## config.mk

```make
export PLATFORM = sky130hd
export DESIGN_NAME = uart_tx
export DESIGN_NICKNAME = d
export VERILOG_FILES = /design/src/rtl/uart_pkg.sv /design/src/rtl/uart_tx.sv
export SDC_FILE = /design/constraint.sdc
export NUM_CORES = 1
export LEC_CHECK = 0
export CAP_MARGIN = 10
export CORE_MARGIN = 5
export CORE_UTILIZATION = 50
export DETAILED_ROUTE_END_ITERATION = 8
export HOLD_SLACK_MARGIN = 0.02
export PLACE_DENSITY = 0.84
export SYNTH_ARGS = -nofsm -noshare
export SYNTH_HDL_FRONTEND = slang
export SYNTH_SLANG_ARGS = --single-unit
```

## constraint.sdc

```tcl
create_clock -name clk -period 4.4 [get_ports clk]
set_input_delay 0.66 -clock clk [delete_from_list [all_inputs] [get_ports clk]]
set_output_delay 0.66 -clock clk [all_outputs]
set_load 0.05 [all_outputs]
```

## src/rtl/uart_pkg.sv

```systemverilog
// Shared UART definitions: transmitter state encoding, frame width and line idle level.
package uart_pkg;

  typedef enum logic [2:0] {
    TX_IDLE,
    TX_LOADED,
    TX_START,
    TX_DATA,
    TX_NINTH,
    TX_STOP
  } uart_tx_state_t;

  localparam int   UART_DATA_BITS  = 8;
  localparam logic UART_IDLE_LEVEL = 1'b1;

endpackage

```

## src/rtl/uart_tx.sv

```systemverilog
// PIC16F-style asynchronous USART transmitter: TXREG buffer, 9-bit TSR and a
// bit-strobed frame FSM producing a registered, LSB-first TX line.
module uart_tx
  import uart_pkg::*;
(
  input  logic                      clk,
  input  logic                      rst,
  input  logic                      spen,
  input  logic                      txen,
  input  logic                      tx9,
  input  logic                      tx9d,
  input  logic                      txreg_wr_en,
  input  logic [UART_DATA_BITS-1:0] txreg_in,
  input  logic                      tx_shift_en,
  output logic                      tx_pin,
  output logic                      txif,
  output logic                      trmt
);

  localparam logic [2:0] LAST_IDX = 3'(UART_DATA_BITS - 1);

  uart_tx_state_t              r_state;
  logic [UART_DATA_BITS-1:0]   r_txreg;
  logic                        r_txreg_full;
  logic [UART_DATA_BITS:0]     r_tsr;
  logic                        r_frame9;
  logic [2:0]                  r_bit_idx;
  logic                        r_tx_pin;

  uart_tx_state_t              w_state_next;
  logic [2:0]                  w_bit_idx_next;
  logic                        w_load;
  logic [UART_DATA_BITS:0]     w_tsr_next;
  logic                        w_frame9_next;
  logic                        w_line_next;

  // Frame sequencing: next state, bit index and TXREG->TSR transfer request.
  always_comb begin
    w_state_next   = r_state;
    w_bit_idx_next = r_bit_idx;
    w_load         = 1'b0;
    if (!txen) begin
      // Disabling the transmitter aborts the frame; the buffer is left alone.
      w_state_next   = TX_IDLE;
      w_bit_idx_next = 3'd0;
    end else begin
      case (r_state)
        TX_IDLE: begin
          if (r_txreg_full) begin
            w_load       = 1'b1;
            w_state_next = TX_LOADED;
          end
        end
        TX_LOADED: begin
          if (tx_shift_en) w_state_next = TX_START;
        end
        TX_START: begin
          if (tx_shift_en) begin
            w_state_next   = TX_DATA;
            w_bit_idx_next = 3'd0;
          end
        end
        TX_DATA: begin
          if (tx_shift_en) begin
            if (r_bit_idx == LAST_IDX) begin
              w_bit_idx_next = 3'd0;
              w_state_next   = r_frame9 ? TX_NINTH : TX_STOP;
            end else begin
              w_bit_idx_next = r_bit_idx + 3'd1;
            end
          end
        end
        TX_NINTH: begin
          if (tx_shift_en) w_state_next = TX_STOP;
        end
        TX_STOP: begin
          if (tx_shift_en) begin
            // A byte already waiting is chained straight into a new start bit.
            if (r_txreg_full) begin
              w_load       = 1'b1;
              w_state_next = TX_START;
            end else begin
              w_state_next = TX_IDLE;
            end
          end
        end
        default: w_state_next = TX_IDLE;
      endcase
    end
  end

  // Shift register contents and frame-width flag as they will be after this edge.
  always_comb begin
    w_tsr_next    = w_load ? {tx9d, r_txreg} : r_tsr;
    w_frame9_next = w_load ? tx9 : r_frame9;
  end

  // Line level belonging to the upcoming state, so the pin changes on the strobe edge.
  always_comb begin
    w_line_next = UART_IDLE_LEVEL;
    case (w_state_next)
      TX_START: w_line_next = 1'b0;
      TX_DATA:  w_line_next = w_tsr_next[w_bit_idx_next];
      TX_NINTH: w_line_next = w_tsr_next[UART_DATA_BITS];
      default:  w_line_next = UART_IDLE_LEVEL;
    endcase
  end

  // FSM state, shifter and registered TX pin.
  always_ff @(posedge clk) begin
    if (rst) begin
      r_state   <= TX_IDLE;
      r_bit_idx <= 3'd0;
      r_tsr     <= '0;
      r_frame9  <= 1'b0;
      r_tx_pin  <= UART_IDLE_LEVEL;
    end else begin
      r_state   <= w_state_next;
      r_bit_idx <= w_bit_idx_next;
      r_tsr     <= w_tsr_next;
      r_frame9  <= w_frame9_next;
      r_tx_pin  <= spen ? w_line_next : UART_IDLE_LEVEL;
    end
  end

  // TXREG buffer: a write in the transfer cycle refills it, so the write wins.
  always_ff @(posedge clk) begin
    if (rst) begin
      r_txreg      <= '0;
      r_txreg_full <= 1'b0;
    end else begin
      if (w_load) r_txreg_full <= 1'b0;
      if (txreg_wr_en) begin
        r_txreg      <= txreg_in;
        r_txreg_full <= 1'b1;
      end
    end
  end

  assign tx_pin = r_tx_pin;
  assign txif   = ~r_txreg_full;
  assign trmt   = (r_state == TX_IDLE);

endmodule
```

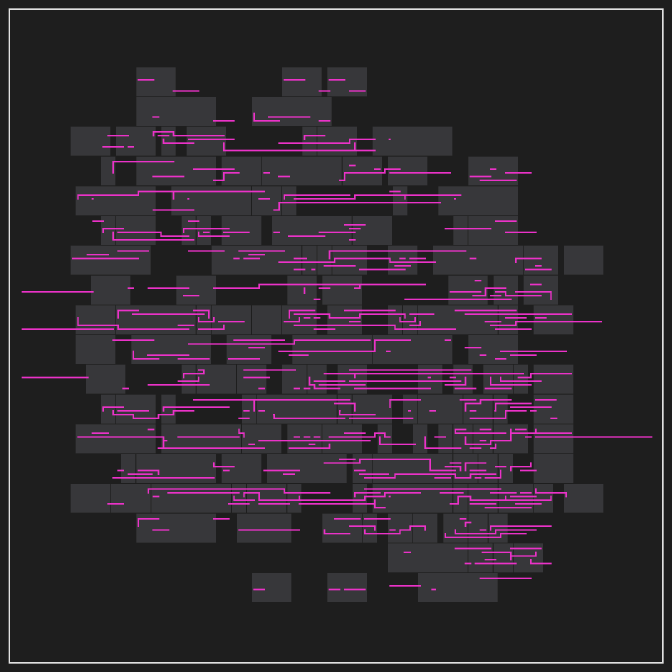
run_1/met1.png
Cells faint in the background.
nets with wire on the layer: 149
main direction: horizontal
wire length on this layer: 1060 um
longest straight run: 18.2 um
share of all routed wire: 46%

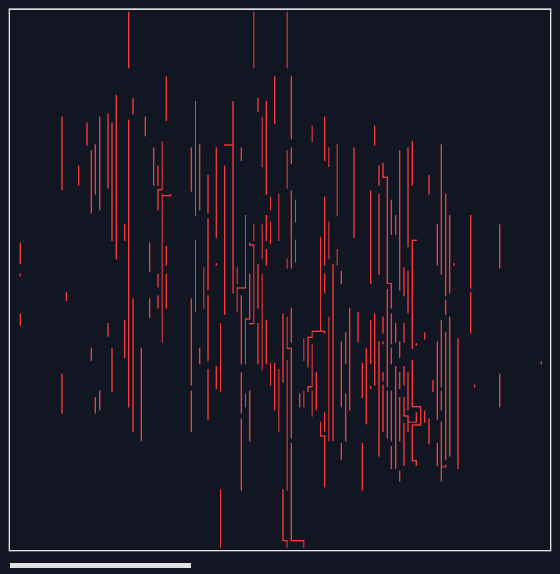
run_1/met2.png
Scale bar: 20 um.
main direction: vertical
longest straight run: 31.6 um
nets with wire on the layer: 139
share of all routed wire: 49%
wire length on this layer: 1120 um

==> qor.txt, run 1 <==
Post-synth area hogs -> dfxtp_1, mux2i_1, nor2_1
Worst reg2reg path startpoint -> r_bit_idx[1]
Largest net degree at the start of global routing -> 22
Final Slew Violations -> 0
Peak Freq -> 356.8 MHz
Port buffer count -> 18
Netlist Area Pre-Place -> 0.001230 sq mm
Logic area -> 654.4 sq um
Crit path DAT -> 3020 ps
Synth-to-Final Area Change -> 17.70%
# DRC -> 0
Non-filler cells in the finished layout -> 173
Comb power frac -> 12.7%
Switching share of total power -> 23.00%
Seq pwr -> 249 uW
Top cells by count -> dfxtp_1, nor2_1, mux2i_1, inv_1
Flop area -> 520.5 sq um
Syn_nets -> 146
Clock power share -> 27.7%
HPWL after DPL -> 1.766 mm
Syn_area_per_cell -> 9.609 sq um
Critical Path Start Type -> primary input
Area leader, netlist -> dfxtp_1
Hold Crit Depth -> 2
Worst Hold End -> r_tsr[3]
Fin area -> 0.001448 sq mm
Place WS -> 1270 ps
WHS -> 508.5 ps
Crit path to -> tx_pin
Worst-case clock buffer depth -> 2
Clk Latency, worst-skew pair -> 310 ps
Vias in the first global route -> 938
Status -> complete, no violations
DRT iter0 DRCs -> 64
Number of max-cap violations -> 0
Register share of total power -> 59.7%
Critical Path End Type -> flip-flop
Yosys cell types -> 35
CTS tree -> done
Fp util -> 51.04%
WL/cell -> 13.31 um
Total power -> 417.2 uW
Dpl cell area -> 0.001411 sq mm
Ant diodes -> 0
GRT Total Usage -> 14.51%
YS chip area -> 0.001230 sq mm
Reg-to-Reg End -> tx_pin
DR vias -> 940
Hold Buf Count CTS -> 0
# Cells Yosys -> 128
R2r setup slk -> 1920 ps
FP Rows -> 18
Ports -> 19
Pwr per Cell Area -> 288.2 mW/mm^2
Final period utilization -> 63.70%
CP required -> 4620 ps
Adder share -> 2.035%
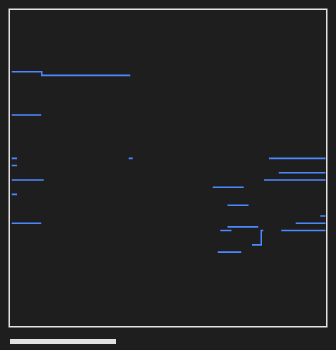
run_1/met3.png
Scale bar: 20 um.
longest straight run: 16.6 um
wire length on this layer: 111 um
nets with wire on the layer: 19
share of all routed wire: 4.8%

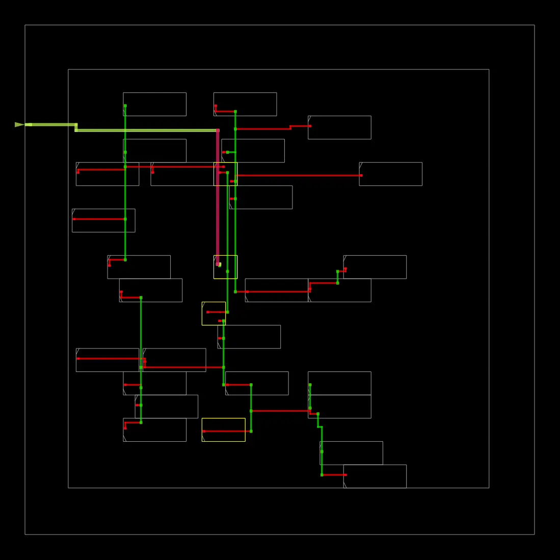
run_1/final_clocks.png
Power Clock: 115 uW
number of sequential cells: 26
CLK BUF: 4
CTS sink cnt: 26

## run 1: metal layers
metal | track usage [%] | wire length (um) | up-vias
li1 | - | - | 478
met1 | 18.47 | 1058 | 434
met2 | 24.65 | 1117 | 26
met3 | 2.397 | 110 | 2
met4 | 5.063 | 15 | 0
met5 | 0 | 0 | -
## run 1: state kept, by name, summed over array words and instances (netlist names)
register      count
tx_pin            1
r_txreg_full      1
r_tsr             9
r_frame9          1
r_state           3
r_bit_idx         3
r_txreg           8
## run 1: worst max-delay path, cell delays in order
cell	delay, ps
clkdlybuf4s50_1	600
and3_1	210
o2111a_1	620
mux2i_1	310
a21oi_1	90
or4_1	420
o31a_1	120
## run 1: final cells by class
class	instances	area share, %
inverter	5	1.296
timing repair buffer	18	12.45
tap	30	2.593
clock buffer	4	2.506
sequential	26	35.96
multi-input combinational	90	45.20
==> run 2: changes to the inputs <==
Clock period 4.4 ns to 2.85 ns, I/O delays scaled along.
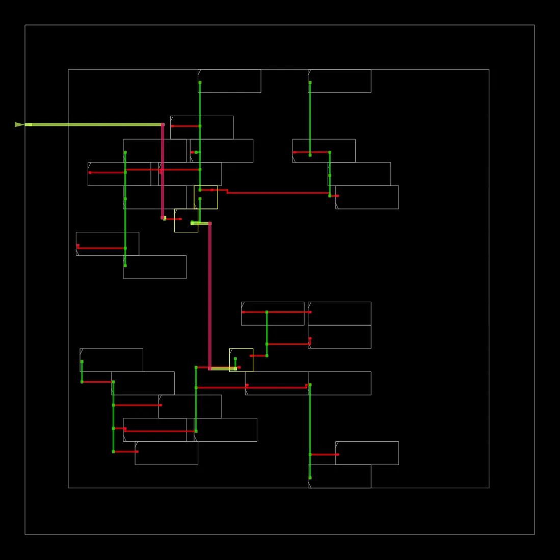
run_2/final_clocks.png
Power Clock: 143 uW
skew final: 4.528 ps
CLK BUF: 3
Num CTS Buffers: 3
Clk Latency, worst-skew pair: 310 ps

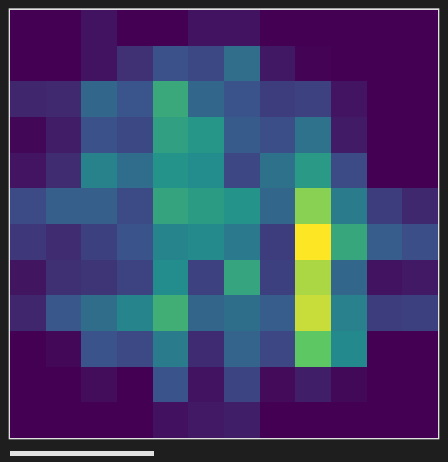
run_2/wire_density.png
Scale bar: 20 um. The die is cut into 12 by 12 equal tiles; dark purple is low, yellow is high, scaled to the fullest tile. Values are wire area over tile area, all layers added.
densest ninth of the die: center
mean over tiles: 0.10
fullest tile: 0.50
emptiest ninth of the die: north-east

==> run 2 against run 1 <==
Effect of this change:
- utilization is 0.36 points higher
- clock skew is 1.7 ps lower
- global-route usage is 0.47 points lower
- critical path depth stayed put
- critical endpoint unchanged
- largest cell class unchanged
==> qor.txt, run 2 <==
Crit-path cells -> clkdlybuf4s50_1, and3b_2, mux2i_4, mux4_2, nand3b_1, o311ai_1, o31a_1
Place WS -> 117.9 ps
GRT Total Usage -> 14.04%
Status -> complete, no violations
# Cells Yosys -> 128
Register share of total power -> 63.0%
Final Slew Violations -> 0
HPWL after DPL -> 1.791 mm
Met1 Usage GRT -> 17.20%
Tap cells -> 30
Top delay family on crit path -> multiplexers
Non-clk invs -> 5
Number of max-cap violations -> 0
Crit path DAT -> 2630 ps
Syn_area_per_cell -> 9.609 sq um
Non-clk bufs -> 21
Fin area -> 0.001456 sq mm
Max-area cell class -> combinational gates
CTS tree -> done
Area leader, netlist -> dfxtp_1
Number of sequential cells -> 26
Logic area -> 654.4 sq um
Top cells by count -> dfxtp_1, nor2_1, mux2i_1, inv_1
WL/cell -> 13.17 um
Critical Path End Type -> flip-flop
Synth-to-Final Area Change -> 18.41%
Hold Buf Count CTS -> 0
YS chip area -> 0.001230 sq mm
CP required -> 3060 ps
Fraction of area in multi-input gates -> 44.93%
Met2 routed WL -> 1.119 mm
Ant diodes -> 0
DR vias -> 990
Switching share of total power -> 23.26%
Total power -> 611.0 uW
Yosys cell types -> 35
DRT iter0 DRCs -> 24
Largest net degree at the start of global routing -> 21
GRT busiest layer -> met2
## run 2: netlist changes by cell type in the layout (fill, tap and decap cells not counted)
cell,before,now
clkbuf_8,1,0
buf_4,0,3
## run 2: cells by family after synthesis
logic type	share of synthesized area (%)
AND/OR/NAND/NOR	20.85
flip-flops	42.32
multiplexers	20.85
AND-OR/OR-AND	9.462
buffers and inverters	4.476
adder cells (fa/ha/maj)	2.034
## run 2: worst min-delay path: stages, from the launching register on
cell and delay, ps:
dfxtp_1 340, mux2i_1 60, nor2_1 70
## run 2: final timing paths
kind              end         start  cells past startpoint
min          r_frame9      r_frame9                      2
max            tx_pin   tx_shift_en                      7
min reg2reg  r_frame9      r_frame9                      2
max reg2reg    tx_pin  r_bit_idx[1]                      8
Power figures rest on the tool's default switching activity, not on a simulated workload.
